m3.png
Scale: 4 px per um. Cells faint in the background.
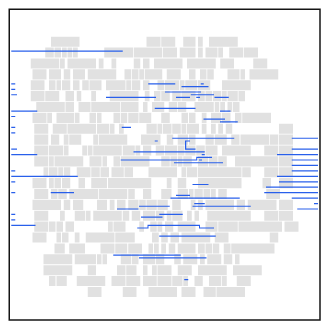
m2.png
Scale: 4 px per um.
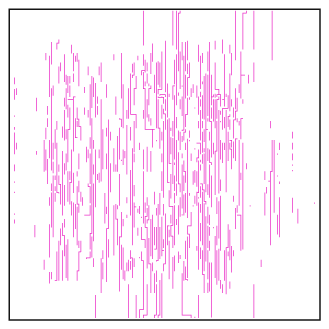
layers.png
Scale: 4 px per um.
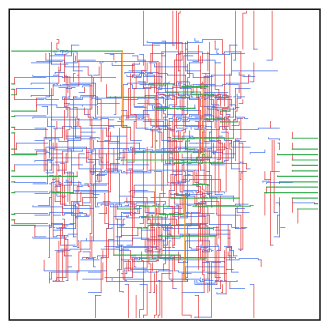
clock_nets.png
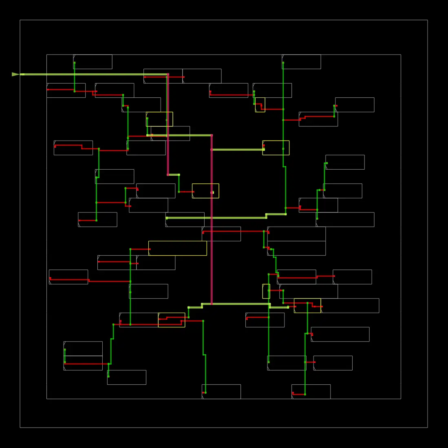
floorplan.png
Scale: 4 px per um. Pins as bars on the die edge. Tap cells in gray.
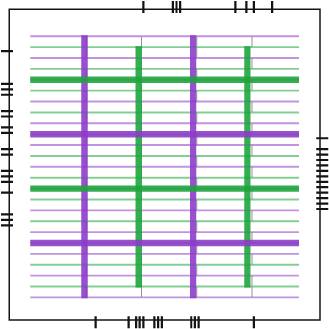
File: config.mk
export PLATFORM = sky130hd
export DESIGN_NAME = vga_timing_gen
export DESIGN_NICKNAME = d
export VERILOG_FILES = /design/src/rtl/vga_pkg.sv /design/src/rtl/vga_delay_line.sv /design/src/rtl/vga_timing_gen.sv
export SDC_FILE = /design/constraint.sdc
export NUM_CORES = 1
export LEC_CHECK = 0
export ABC_CLOCK_PERIOD_IN_PS = 5000
export CAP_MARGIN = 40
export CORE_MARGIN = 5
export CORE_UTILIZATION = 55
export DETAILED_ROUTE_END_ITERATION = 10
export GPL_ROUTABILITY_DRIVEN = 0
export PLACE_DENSITY = 0.85
export SLEW_MARGIN = 25
export SYNTH_ARGS = -nofsm -noshare
export SYNTH_HDL_FRONTEND = slang
export SYNTH_SLANG_ARGS = --single-unit
File: constraint.sdc
create_clock -name clk -period 5 [get_ports clk]
set_input_delay 0.75 -clock clk [delete_from_list [all_inputs] [get_ports clk]]
set_output_delay 0.75 -clock clk [all_outputs]
set_load 0.01 [all_outputs]
File: src/rtl/vga_pkg.sv
// Shared VGA timing constants and the width/total helpers used to size the raster counters.
package vga_pkg;

  localparam int DEF_H_ACTIVE = 640;
  localparam int DEF_H_FP     = 16;
  localparam int DEF_H_SYNC   = 96;
  localparam int DEF_H_BP     = 48;
  localparam int DEF_V_ACTIVE = 480;
  localparam int DEF_V_FP     = 10;
  localparam int DEF_V_SYNC   = 2;
  localparam int DEF_V_BP     = 33;

  function automatic int vga_total(input int active, input int fp, input int sync, input int bp);
    return active + fp + sync + bp;
  endfunction

  // Bits needed to count 0..value-1; never less than one bit.
  function automatic int vga_clog2(input int value);
    int w;
    w = 0;
    for (int i = 0; i < 31; i++) begin
      if ((1 << i) < value) w = i + 1;
    end
    return (w < 1) ? 1 : w;
  endfunction

  localparam int DEF_H_TOTAL = vga_total(DEF_H_ACTIVE, DEF_H_FP, DEF_H_SYNC, DEF_H_BP);
  localparam int DEF_V_TOTAL = vga_total(DEF_V_ACTIVE, DEF_V_FP, DEF_V_SYNC, DEF_V_BP);

endpackage

File: src/rtl/vga_delay_line.sv
// N-stage enabled shift register with synchronous clear; N = 0 is a single register stage.
module vga_delay_line
  import vga_pkg::*;
#(
  parameter int WIDTH = 3,
  parameter int N     = 1
) (
  input  logic             i_clk,
  input  logic             i_rst,
  input  logic             i_en,
  input  logic [WIDTH-1:0] i_d,
  output logic [WIDTH-1:0] o_q
);

  logic [WIDTH-1:0] r_stage [0:N];

  always_ff @(posedge i_clk) begin
    if (i_rst) begin
      for (int i = 0; i <= N; i++) r_stage[i] <= '0;
    end else if (i_en) begin
      r_stage[0] <= i_d;
      for (int i = 1; i <= N; i++) r_stage[i] <= r_stage[i-1];
    end
  end

  assign o_q = r_stage[N];

endmodule

File: src/rtl/vga_timing_gen.sv
// Programmable VGA raster generator: pixel-enable counters, sync/DE decode, latency-matched
// sync delay line, line/frame pulses and a frame counter.
module vga_timing_gen
  import vga_pkg::*;
#(
  parameter int H_ACTIVE = DEF_H_ACTIVE,
  parameter int H_FP     = DEF_H_FP,
  parameter int H_SYNC   = DEF_H_SYNC,
  parameter int H_BP     = DEF_H_BP,
  parameter int V_ACTIVE = DEF_V_ACTIVE,
  parameter int V_FP     = DEF_V_FP,
  parameter int V_SYNC   = DEF_V_SYNC,
  parameter int V_BP     = DEF_V_BP,
  parameter int HS_POL   = 1,
  parameter int VS_POL   = 1,
  parameter int COLOR_W  = 3,
  parameter int LAT      = 1,
  parameter int FRAME_W  = 16
) (
  input  logic                clk,
  input  logic                rst,
  input  logic                pix_en,
  input  logic [COLOR_W-1:0]  rgb,
  output logic [vga_clog2(vga_total(H_ACTIVE, H_FP, H_SYNC, H_BP))-1:0] x_pos,
  output logic [vga_clog2(vga_total(V_ACTIVE, V_FP, V_SYNC, V_BP))-1:0] y_pos,
  output logic                hsync,
  output logic                vsync,
  output logic                de,
  output logic [COLOR_W-1:0]  color,
  output logic                line_start,
  output logic                frame_start,
  output logic [FRAME_W-1:0]  frame_cnt
);

  localparam int H_TOTAL = vga_total(H_ACTIVE, H_FP, H_SYNC, H_BP);
  localparam int V_TOTAL = vga_total(V_ACTIVE, V_FP, V_SYNC, V_BP);
  localparam int HW      = vga_clog2(H_TOTAL);
  localparam int VW      = vga_clog2(V_TOTAL);

  localparam logic [HW-1:0] H_LAST = HW'(H_TOTAL - 1);
  localparam logic [VW-1:0] V_LAST = VW'(V_TOTAL - 1);
  // Decode bounds carry one spare bit so a sync ending exactly at the total still fits.
  localparam logic [HW:0]   H_ACT    = (HW+1)'(H_ACTIVE);
  localparam logic [HW:0]   H_HS_BEG = (HW+1)'(H_ACTIVE + H_FP);
  localparam logic [HW:0]   H_HS_END = (HW+1)'(H_ACTIVE + H_FP + H_SYNC);
  localparam logic [VW:0]   V_ACT    = (VW+1)'(V_ACTIVE);
  localparam logic [VW:0]   V_VS_BEG = (VW+1)'(V_ACTIVE + V_FP);
  localparam logic [VW:0]   V_VS_END = (VW+1)'(V_ACTIVE + V_FP + V_SYNC);

  logic [HW-1:0]      r_h_cnt;
  logic [VW-1:0]      r_v_cnt;
  logic [FRAME_W-1:0] r_frame_cnt;
  logic               r_line_start;
  logic               r_frame_start;

  logic               w_h_wrap;
  logic               w_v_wrap;
  logic [HW-1:0]      w_h_next;
  logic [VW-1:0]      w_v_next;
  logic               w_hs_raw;
  logic               w_vs_raw;
  logic               w_de_raw;
  logic [2:0]         w_dly_q;

  // Decode looks at the values the counters are about to take, so registering it keeps
  // the zero-latency syncs aligned with x_pos/y_pos.
  always_comb begin
    w_h_wrap = (r_h_cnt == H_LAST);
    w_v_wrap = (r_v_cnt == V_LAST);
    w_h_next = w_h_wrap ? '0 : r_h_cnt + HW'(1);
    w_v_next = r_v_cnt;
    if (w_h_wrap) w_v_next = w_v_wrap ? '0 : r_v_cnt + VW'(1);
    w_hs_raw = ({1'b0, w_h_next} >= H_HS_BEG) && ({1'b0, w_h_next} < H_HS_END);
    w_vs_raw = ({1'b0, w_v_next} >= V_VS_BEG) && ({1'b0, w_v_next} < V_VS_END);
    w_de_raw = ({1'b0, w_h_next} < H_ACT) && ({1'b0, w_v_next} < V_ACT);
  end

  always_ff @(posedge clk) begin
    if (rst) begin
      r_h_cnt       <= '0;
      r_v_cnt       <= '0;
      r_frame_cnt   <= '0;
      r_line_start  <= 1'b0;
      r_frame_start <= 1'b0;
    end else begin
      r_line_start  <= 1'b0;
      r_frame_start <= 1'b0;
      if (pix_en) begin
        r_h_cnt       <= w_h_next;
        r_v_cnt       <= w_v_next;
        r_line_start  <= w_h_wrap;
        r_frame_start <= w_h_wrap && w_v_wrap;
        if (w_h_wrap && w_v_wrap) r_frame_cnt <= r_frame_cnt + FRAME_W'(1);
      end
    end
  end

  vga_delay_line #(
    .WIDTH (3),
    .N     (LAT)
  ) u_dly (
    .i_clk (clk),
    .i_rst (rst),
    .i_en  (pix_en),
    .i_d   ({w_hs_raw, w_vs_raw, w_de_raw}),
    .o_q   (w_dly_q)
  );

  assign x_pos       = r_h_cnt;
  assign y_pos       = r_v_cnt;
  assign hsync       = (HS_POL != 0) ? w_dly_q[2] : ~w_dly_q[2];
  assign vsync       = (VS_POL != 0) ? w_dly_q[1] : ~w_dly_q[1];
  assign de          = w_dly_q[0];
  assign color       = w_dly_q[0] ? rgb : '0;
  assign line_start  = r_line_start;
  assign frame_start = r_frame_start;
  assign frame_cnt   = r_frame_cnt;

endmodule

==> run_results.csv <==
group,metric,value,unit
worst_setup_path,critical_path_depth,6,
final_timing,final_min_period_over_clock_period,63.2,%
finish,postLayoutCoreUtil,69.1,%
clock_tree,clock_tree.htree_level_count,2,
global_routing,grt_antenna_before_repair,0,
power_and_ir_drop,swShare,21.6,%
clock_tree,max-clock-path-buffers,2,
floorplan,chip_area,0.00597,sq mm
clock_tree,hold_buffers,0,
floorplan,fp_util,56.8,%
worst_setup_path,crit_chain,"ha_1, and4_1, nand3_1, or4_4, or4_4, mux2_4",
drt,routed_wirelength,5870,um
power_and_ir_drop,fin_total_pwr,673,uW
global_routing,globalRouteMet1Util,25.7,%
synthesis,top_area_cell,"sky130_fd_sc_hd__dfxtp_1",
worst_setup_path,critPathMostFrequentCell,"sky130_fd_sc_hd__or4_4",
final_timing,final-max-slew-violation-count,0,
final_timing,timing.final.hold_violations,0,
synthesis,synth_top_flop_cell,"sky130_fd_sc_hd__dfxtp_1",
drt,met1_routed_length,2540,um
finish,antenna_cells,0,
global_routing,global_route.usage.met2,33.0,%
drt,via_per_inst,6.02,
clock_tree,numCtsBuffers,5,
run,timing.max_cap.violations,0,
synthesis,synth_largest_type_area_fraction,30.6,%
drt,dr_wl_met2,2780,um
power_and_ir_drop,leakage,0.968,nW
drt,routedWlPerCell,14.9,um
synthesis,registers_synthesis,44,
worst_setup_path,rr_worst_depth,6,
synthesis,synth.yosys.num_cells,303,
drt,drc,0,
floorplan,floorplan.die.height,77.3,um
global_routing,grt_pass1_vias,2320,
drt,routed.top_layer,"met4",
final_timing,setup_violations,0,
floorplan,core.rowCount,24,
hold_path,worstHoldPathType,"reg2reg",
status,status,"finished clean",
final_timing,rsz0062_at_grt,"no",
power_and_ir_drop,power.internal,527,uW
hold_path,timing.hold.worst_path_depth,2,
drt,wl_met3,449,um
clock_tree,clkTransAtPathRegs,0.08,ns
power_and_ir_drop,seq_power_share,54.7,%
floorplan,floorplan.io_pins,50,
run,tool_warning_count,29,
synthesis,async_flop_share,0,%
synthesis,syn_area_per_cell,8.22,sq um
worst_setup_path,cp_max_fo,11,
synthesis,synth_chip_area,0.00249,sq mm
synthesis,synth_sequential_area_ratio,37.8,%
synthesis,synthesis.yosys.warnings,0,
placed_design,dp_hpwl,4140,um
worst_setup_path,crit_path_start_kind,"flop",
final_timing,final.setup.tns,0,ns
global_routing,top_usage_layer,"met2",
synthesis,edf_count,6,
synthesis,synthMostInstantiatedCell,"sky130_fd_sc_hd__dfxtp_1",
worst_setup_path,required_time_of_the_critical_path,5.19,ns
worst_setup_path,timing.critical_path.slowest_stage_cell,"sky130_fd_sc_hd__or4_4",
power_and_ir_drop,p_comb_share,4.9,%
drt,initialDrtViolationCount,311,
clock_tree,postCtsSetupBuffers,0,
Back to the opening pictures, m3.png:
The wires run mostly horizontal. 57 nets have wire on it.

Back to the opening pictures, m2.png:
The layer holds 47% of the routed length. The wires run mostly vertical.

Back to the opening pictures, layers.png:
M4: marked orange, wire length 105 um. M2: marked red, wire length 2780 um. M1: marked blue, wire length 2540 um. M3: marked green, wire length 450 um.

Back to the opening pictures, clock_nets.png:
sequential cell count: 44
count of clock buffers in the final design: 6
number of sinks on the clock net: 44
worst-skew pair later-pin latency: 0.30 ns
Max Clock Skew: 0.00332 ns

Back to the opening pictures, floorplan.png:
VDD: marked green. VSS: marked purple.
52 tap cells. 4 straps on met5. The core has 24 rows.

## logic make-up after synthesis
kind of cell             count (synthesis)  synth area share (%)
flip-flops                              44                  37.8
multiplexers                             5                  2.21
AND/OR/NAND/NOR                        151                  32.5
AND-OR/OR-AND                           53                  13.3
buffers and inverters                   31                  6.83
adder cells (fa/ha/maj)                  5                  2.51
XOR/XNOR                                14                  4.92
## area by class of cell
class                   instances  area (sq um)
clock buffers                   6          72.6
clock inverters                 2          35.0
fillers                       386          1350
inverters                      11          41.3
multi-input cells             228          1380
flip-flops and latches         44           941
well taps                      52          65.1
repair buffers                 50           498
## cells in the final DEF (no fill, tap or decap), types with 5 or more instances in the layout
cell type,synthesis,final
sky130_fd_sc_hd__nor4_1,7,7
sky130_fd_sc_hd__ha_1,5,5
sky130_fd_sc_hd__nand3_1,14,14
sky130_fd_sc_hd__a21oi_1,16,16
sky130_fd_sc_hd__nor2_1,36,36
sky130_fd_sc_hd__inv_1,11,11
sky130_fd_sc_hd__edfxtp_1,6,6
sky130_fd_sc_hd__nor3_1,12,12
sky130_fd_sc_hd__dfxtp_1,38,38
sky130_fd_sc_hd__clkdlybuf4s50_1,0,49
sky130_fd_sc_hd__nand4_1,13,13
sky130_fd_sc_hd__clkbuf_8,0,5
sky130_fd_sc_hd__nand2_1,25,25
sky130_fd_sc_hd__or3_1,7,7
sky130_fd_sc_hd__o21ai_0,11,11
sky130_fd_sc_hd__o31ai_1,6,6
sky130_fd_sc_hd__or4_1,5,5
sky130_fd_sc_hd__and2_1,8,8
sky130_fd_sc_hd__xnor2_1,12,12
## final timing paths
kind,from,to,slack [ns]
worst min-delay path,frame_cnt[13]$_SDFFE_PP0P_,frame_cnt[13]$_SDFFE_PP0P_,0.50
worst max register to register,x_pos[0]$_SDFFE_PP0P_,frame_cnt[15]$_SDFFE_PP0P_,1.84
worst min register to register,frame_cnt[13]$_SDFFE_PP0P_,frame_cnt[13]$_SDFFE_PP0P_,0.50
worst max-delay path,x_pos[0]$_SDFFE_PP0P_,frame_cnt[15]$_SDFFE_PP0P_,1.84
## worst reg2reg max path: cells and delay by family (launching register included)
kind,cells,cell delay (ns)
muxes,1,0.30
DFF,1,0.50
and+or+nand+nor,4,1.92
adders and majority gates,1,0.33
## flip-flops by register name, summed over array words and instances, names as in the netlist
signal / cells
frame_start: 1
u_dly.r_stage: 6
frame_cnt: 16
x_pos: 10
line_start: 1
y_pos: 10
## per-stage QoR
step	hold slack [ns]	setup slack, ns	instance area [sq um]
2_1_floorplan	0.497	2.06	2490
3_3_place_gp	0.488	1.86	2920
3_5_place_dp	0.489	1.81	2920
4_1_cts	0.505	1.86	3030
5_1_grt	0.529	1.66	3030
6_report	0.502	1.84	3030
## power by group through the flow
stage | sequential [mW] | combinational, mW | clock, mW
global placement | 0.376 | 0.0319 | 0
detailed placement | 0.376 | 0.0328 | 0
finish | 0.368 | 0.0329 | 0.272
floorplan | 0.377 | 0.0144 | 0
global route | 0.369 | 0.0352 | 0.296
CTS | 0.368 | 0.0331 | 0.276
No activity file was given, so power comes from the tool's default toggle rates.
